[config.mk]
export PLATFORM = sky130hd
export DESIGN_NAME = main_control_fsm
export DESIGN_NICKNAME = d
export VERILOG_FILES = /design/src/rtl/main_control_fsm.sv
export SDC_FILE = /design/constraint.sdc
export NUM_CORES = 1
export LEC_CHECK = 0
export ABC_AREA = 1
export CORE_ASPECT_RATIO = 1.25
export CORE_MARGIN = 2
export CORE_UTILIZATION = 48
export CTS_BUF_LIST = sky130_fd_sc_hd__clkbuf_4 sky130_fd_sc_hd__clkbuf_8
export DETAILED_ROUTE_END_ITERATION = 16
export PLACE_DENSITY_LB_ADDON = 0.08
export REMOVE_ABC_BUFFERS = 1
export SLEW_MARGIN = 20
export SYNTH_ARGS = -nofsm -noshare
export SYNTH_HDL_FRONTEND = slang
export SYNTH_SLANG_ARGS = --single-unit
export TNS_END_PERCENT = 30
[constraint.sdc]
create_clock -name clk -period 2 [get_ports clk]
set_input_delay 0.4 -clock clk [delete_from_list [all_inputs] [get_ports clk]]
set_output_delay 0.4 -clock clk [all_outputs]
set_load 0.1 [all_outputs]
[src/rtl/main_control_fsm.sv]
// Multi-cycle main control unit for the 8-bit datapath: fetch/decode/exec/mem/wb
// sequencing, memory ready-stretching with bus timeout, and retired-instruction count.
//
//   state  | meaning
//   FETCH  | read instruction byte, wait for mem_ready, bump PC
//   DECODE | dispatch on opcode; NOP/JMP/HALT/illegal retire here
//   EXEC   | ALU operation or BEQ compare/branch
//   MEM    | LD read or ST write, held until mem_ready
//   WB     | register file write (ALU result or load data)
//   HALT   | idle with all enables low until reset
module main_control_fsm #(
  parameter int MAX_WAIT = 15,
  parameter int CNT_W    = 8
) (
  input  logic             clk,
  input  logic             rst_n,
  input  logic [7:0]       instr,
  input  logic             mem_ready,
  input  logic             zero,
  output logic             pc_write,
  output logic [1:0]       pc_src,
  output logic             ir_write,
  output logic             mem_read,
  output logic             mem_write,
  output logic             mem_to_reg,
  output logic             alu_src,
  output logic             reg_write,
  output logic [1:0]       ALUOp,
  output logic             halted,
  output logic             illegal,
  output logic             bus_err,
  output logic [CNT_W-1:0] retired
);

  typedef enum logic [2:0] {
    S_FETCH  = 3'd0,
    S_DECODE = 3'd1,
    S_EXEC   = 3'd2,
    S_MEM    = 3'd3,
    S_WB     = 3'd4,
    S_HALT   = 3'd5
  } state_t;

  localparam logic [3:0] OP_NOP  = 4'h0;
  localparam logic [3:0] OP_ADD  = 4'h1;
  localparam logic [3:0] OP_SUB  = 4'h2;
  localparam logic [3:0] OP_AND  = 4'h3;
  localparam logic [3:0] OP_OR   = 4'h4;
  localparam logic [3:0] OP_LD   = 4'h5;
  localparam logic [3:0] OP_ST   = 4'h6;
  localparam logic [3:0] OP_JMP  = 4'h7;
  localparam logic [3:0] OP_BEQ  = 4'h8;
  localparam logic [3:0] OP_HALT = 4'hF;

  localparam logic [7:0] WAIT_LAST = 8'(MAX_WAIT - 1);

  state_t           r_state;
  logic [3:0]       r_opcode;
  logic [7:0]       r_wait;
  logic [CNT_W-1:0] r_retired;
  logic             r_illegal;
  logic             r_bus_err;

  logic w_mem_state;
  logic w_timeout;
  logic w_is_alu;
  logic w_opc_illegal;
  logic w_dec_retire;
  logic w_retire;
  logic w_unused_instr;

  assign w_unused_instr = ^instr[3:0];

  assign w_mem_state   = (r_state == S_FETCH) || (r_state == S_MEM);
  // The MAX_WAIT-th cycle without ready is the last one tolerated; ready on it still succeeds.
  assign w_timeout     = w_mem_state && !mem_ready && (r_wait == WAIT_LAST);
  assign w_is_alu      = (r_opcode == OP_ADD) || (r_opcode == OP_SUB) ||
                         (r_opcode == OP_AND) || (r_opcode == OP_OR);
  assign w_opc_illegal = (r_opcode >= 4'h9) && (r_opcode <= 4'hE);
  assign w_dec_retire  = !(w_is_alu || (r_opcode == OP_LD) || (r_opcode == OP_ST) ||
                           (r_opcode == OP_BEQ));

  always_comb begin
    w_retire = 1'b0;
    case (r_state)
      S_DECODE: w_retire = w_dec_retire;
      S_EXEC:   w_retire = (r_opcode == OP_BEQ);
      S_MEM:    w_retire = mem_ready && (r_opcode == OP_ST);
      S_WB:     w_retire = 1'b1;
      default:  w_retire = 1'b0;
    endcase
  end

  always_ff @(posedge clk or negedge rst_n) begin
    if (!rst_n) begin
      r_state   <= S_FETCH;
      r_opcode  <= OP_NOP;
      r_wait    <= '0;
      r_retired <= '0;
      r_illegal <= 1'b0;
      r_bus_err <= 1'b0;
    end else begin
      if (w_mem_state && !mem_ready && !w_timeout) r_wait <= r_wait + 8'd1;
      else                                         r_wait <= '0;

      if (w_retire) r_retired <= r_retired + CNT_W'(1);

      if (w_timeout) begin
        r_bus_err <= 1'b1;
        r_state   <= S_HALT;
      end else begin
        case (r_state)
          S_FETCH: if (mem_ready) begin
            r_opcode <= instr[7:4];
            r_state  <= S_DECODE;
          end
          S_DECODE: begin
            if (w_opc_illegal) r_illegal <= 1'b1;
            if (w_is_alu || (r_opcode == OP_BEQ))             r_state <= S_EXEC;
            else if ((r_opcode == OP_LD) || (r_opcode == OP_ST)) r_state <= S_MEM;
            else if (r_opcode == OP_HALT)                     r_state <= S_HALT;
            else                                              r_state <= S_FETCH;
          end
          S_EXEC:  r_state <= w_is_alu ? S_WB : S_FETCH;
          S_MEM: if (mem_ready) r_state <= (r_opcode == OP_LD) ? S_WB : S_FETCH;
          S_WB:    r_state <= S_FETCH;
          S_HALT:  r_state <= S_HALT;
          default: r_state <= S_FETCH;
        endcase
      end
    end
  end

  // Enables are decoded from state and gated by rst_n so nothing is asserted during reset.
  always_comb begin
    pc_write   = 1'b0;
    pc_src     = 2'b00;
    ir_write   = 1'b0;
    mem_read   = 1'b0;
    mem_write  = 1'b0;
    mem_to_reg = 1'b0;
    alu_src    = 1'b0;
    reg_write  = 1'b0;
    ALUOp      = 2'b00;
    if (rst_n) begin
      case (r_state)
        S_FETCH: begin
          mem_read = 1'b1;
          pc_write = mem_ready;
          ir_write = mem_ready;
        end
        S_DECODE: if (r_opcode == OP_JMP) begin
          pc_write = 1'b1;
          pc_src   = 2'b01;
        end
        S_EXEC: begin
          if (r_opcode == OP_BEQ) begin
            ALUOp    = 2'b01;
            pc_src   = 2'b10;
            pc_write = zero;
          end else begin
            ALUOp = r_opcode[1:0] - 2'd1;
          end
        end
        S_MEM: begin
          alu_src = 1'b1;
          if (r_opcode == OP_LD) mem_read  = 1'b1;
          else                   mem_write = 1'b1;
        end
        S_WB: begin
          reg_write  = 1'b1;
          mem_to_reg = (r_opcode == OP_LD);
        end
        default: ;
      endcase
    end
  end

  assign halted  = (r_state == S_HALT);
  assign illegal = r_illegal;
  assign bus_err = r_bus_err;
  assign retired = r_retired;

endmodule

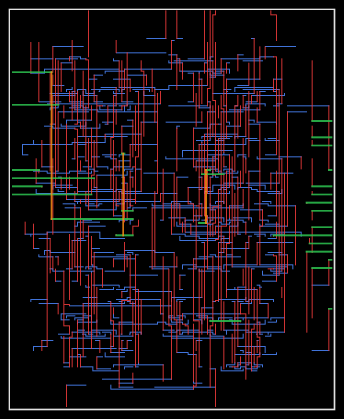
Figure 1: wiring by layer.
Drawn at 6 px/um.
Orange is M4, wire length 46.9 um. Red is M2, wire length 1880 um. Blue is M1, wire length 1420 um. Green is M3, wire length 127 um.
average routed wire per standard cell: 12.24 um
routed wire length: 3475 um
via count: 1462
overall global routing resource usage: 0.2113

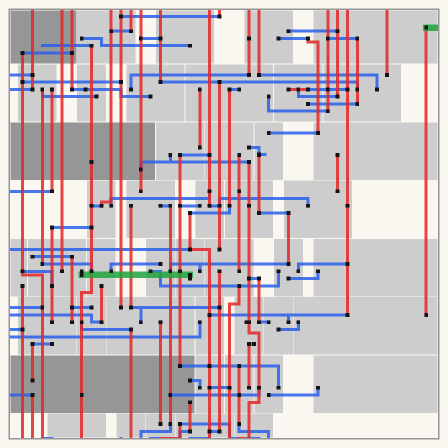
Figure 2: a small window of the routed layout.
Window x 30 to 50, y 7 to 27 um. Cells in grey, sequential cells in the stronger grey; small squares are vias.
Red is M2. Green is M3. Blue is M1.
Most frequent: nand2_1 (7), buf_12 (5). Sequential cells in the window: 2. Netlist names of flops here include r_state (2). 40 logic cells have their middle in the window.

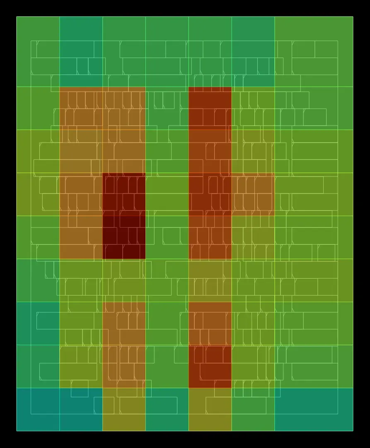
Figure 3: routing congestion.
post-layout util: 0.7341
met1 track demand over resource in global routing: 0.2496
global routing usage on met3: 0.02466
busiest layer in global routing: met2

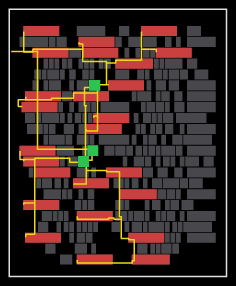
Figure 4: clock network drawn from the DEF.
Drawn at 4 px/um.
Red is flip-flops, count 25. Yellow is clock wires, length 291 um. Green is clock-net drivers, count 3.
There are 4 routed clock nets.

==> results.rst <==
Synthesis and place-and-route
=============================

.. list-table::
   :header-rows: 1

   * - Metric
     - Value
   * - Sequential cell area
     - 629.4 um2
   * - Type of destination of the critical path
     - primary output
   * - Setup slack at placement
     - -0.08005 ns
   * - Layout filler cell count
     - 221
   * - Combined area of all synthesized cells
     - ~1500 um2
   * - Required time at the endpoint of the critical path
     - 1.60 ns
   * - Remaining number of nets flagged by the antenna check after routing
     - 0
   * - Weighted congestion reported at the end of routability-driven placement
     - around 0.9
   * - Total power density per cell area
     - approximately 1400 nW/um2
   * - Post-layout power
     - 3.054 mW
   * - Parity-gate share of the synthesized area counting xor and xnor cells
     - 0.04678
   * - Reg2reg path depth
     - 9
   * - Number of flops mapped to enable cells by yosys
     - 0
   * - Setup violations, final
     - 2
   * - Final Hold Viols
     - 0
   * - Cell chosen for the clock root
     - clkbuf_4
   * - Crit path from
     - r_state[2]
   * - CTS tree
     - done
   * - Number of diodes added for antenna fixing
     - 0
   * - Insertion delay to the later sink of the worst-skew pair
     - 0.31 ns
   * - Share of synthesized registers carrying an async set or reset
     - 1.000
   * - Total overflow reported by the global router
     - 0
   * - Mux contribution to synthesized area
     - 0
   * - Reported leakage power
     - 1.026 nW
   * - Met2 usage
     - 0.3811
   * - Htree depth
     - 1
   * - Clk buf depth
     - 2
   * - Worst max-slew margin expressed relative to the limit
     - 0.8115
   * - Flop2flop setup slack
     - between 0.4 and 0.5 ns
   * - Reg-to-Reg Start
     - r_state[1]
   * - Total I/O pin count
     - 34
   * - Post-layout period usage
     - 1.013
   * - Die Outline Area
     - 3586 um2
   * - Number of global-route vias before repair
     - 1339
   * - Failing checks
     - setup timing
   * - FMAX
     - 493.4 MHz
   * - Proportion of synthesized chip area in sequential cells
     - 0.4177
   * - Worst hold path type
     - in2async
   * - Effective utilization at floorplan
     - 0.5085
   * - Ratio of cells with drive above 1 in the final layout
     - 0.3065
   * - Hold bufs inserted after CTS
     - 0
   * - Routed via count divided by cell count
     - 5.148
   * - Final #Nets
     - about 260
   * - Final setup slack of the worst path
     - -0.02691 ns
   * - Post-synthesis cell count
     - around 200
   * - Worst flop-to-flop path endpoint
     - retired[6]
   * - Post-DP Area
     - 2013 um2
   * - Max-cap check violation count
     - 0
   * - Unrepaired setup endpoints after global routing
     - true
   * - Chip area line of the yosys report
     - between 1000 and 1500 um2
   * - Number of cell rows
     - 22
   * - Yosys top cell by area
     - dfrtp_1
   * - Slew at the pin closest to its max-slew limit
     - between 0.2 and 0.3 ns
   * - Peak supply drop
     - 1292 uV
   * - Yosys aoi share
     - 0.06099
   * - Dpl hpwl
     - between 2000 and 3000 um
   * - Router iterations before antenna repair
     - 4
   * - Post-Route Setup TNS
     - -0.03007 ns
   * - Primary flip-flop cell chosen by synthesis mapping
     - dfrtp_1
   * - Distinct cells, synth
     - 25
   * - First-pass GRT wire length
     - 5671 um
   * - Chip height
     - 66.45 um
   * - Largest net degree at the start of global routing
     - 21
   * - Run status
     - finished with violations
   * - Multi-input combinational cell area
     - 872.1 um2
   * - Cell area after layout
     - between 2000 and 2500 um2
   * - Adder-cell share of the synthesized area
     - 0.02506
-- cells in the final DEF (no fill, tap or decap), types with 2 or more instances in the layout --
master / count
nand3_1: 20
nor3b_1: 3
nor2_4: 2
inv_1: 14
nor2_2: 8
a21oi_1: 5
nor3_1: 2
nand2_2: 8
nor2_1: 25
dfrtp_2: 3
o21bai_1: 4
o21ai_0: 2
nand3_2: 2
inv_2: 7
xnor2_1: 5
clkbuf_4: 4
ha_1: 3
nand2_1: 53
buf_12: 14
dfrtp_1: 22
buf_4: 21
xor2_1: 3
clkdlybuf4s50_1: 6
-- layer usage --
metal	up-vias	share of wire
li1	738	-
met1	686	0.41
met2	32	0.54
met3	6	0.037
met4	0	0.013
met5	-	0
-- power breakdown --
part           total (mW)  switching (mW)  leakage (nW)  internal (mW)
registers           0.802           0.165         0.319          0.637
logic                2.01            1.36         0.689          0.656
clock network       0.240           0.149        0.0184         0.0915
-- layout make-up --
type                    instances  share of cell area
multi-input cells             156              0.4034
flip-flops and latches         25              0.2911
repair buffers                 42              0.2344
inverters                      21             0.03646
well taps                      36             0.02083
clock buffers                   4             0.01389
-- sequential cells by signal, summed over array words and instances, names as in the netlist --
register and count:
retired 8, r_state 3, bus_err 1, r_opcode 4, illegal 1, r_wait 8
-- worst max-delay path, stage by stage, from the launching register on --
cell and delay [ns]:
dfrtp_1 0.41, inv_2 0.11, nand2_2 0.07, nor2_4 0.15, nand2_2 0.11, a211oi_2 0.16
buf_4 0.14, buf_12 0.16
-- worst min path at each step --
stage	depth (start not counted)	to	startpoint
after CTS	2	illegal	rst_n
after global routing	2	illegal	rst_n
after global placement	1	bus_err	bus_err
after detailed placement	1	r_wait[0]	r_wait[0]
final	2	illegal	rst_n
after floorplan	0	bus_err	rst_n
-- repair_timing --
item	4_1_cts	5_1_grt
gates cloned	0	0
resized	16	10
pin swaps	3	3
endpoints found under the setup margin	6	8
buffers inserted	4	1
-- through the flow --
stage | utilization | cells
after global placement | 0.6835 | 275
after CTS | 0.7201 | 283
after global routing | 0.7341 | 284
after floorplan | - | 202
after detailed placement | 0.6835 | 275
final | 0.7341 | 284
-- logic make-up (layout without fill, tap and decap cells) --
family / count (synthesis) / after routing
buffers and inverters: 21 / 67
AND/OR/NAND/NOR: 130 / 130
adder cells (fa/ha/maj): 3 / 3
XOR/XNOR: 8 / 8
AND-OR/OR-AND: 15 / 15
flip-flops: 25 / 25
No activity file was given, so power comes from the tool's default toggle rates.
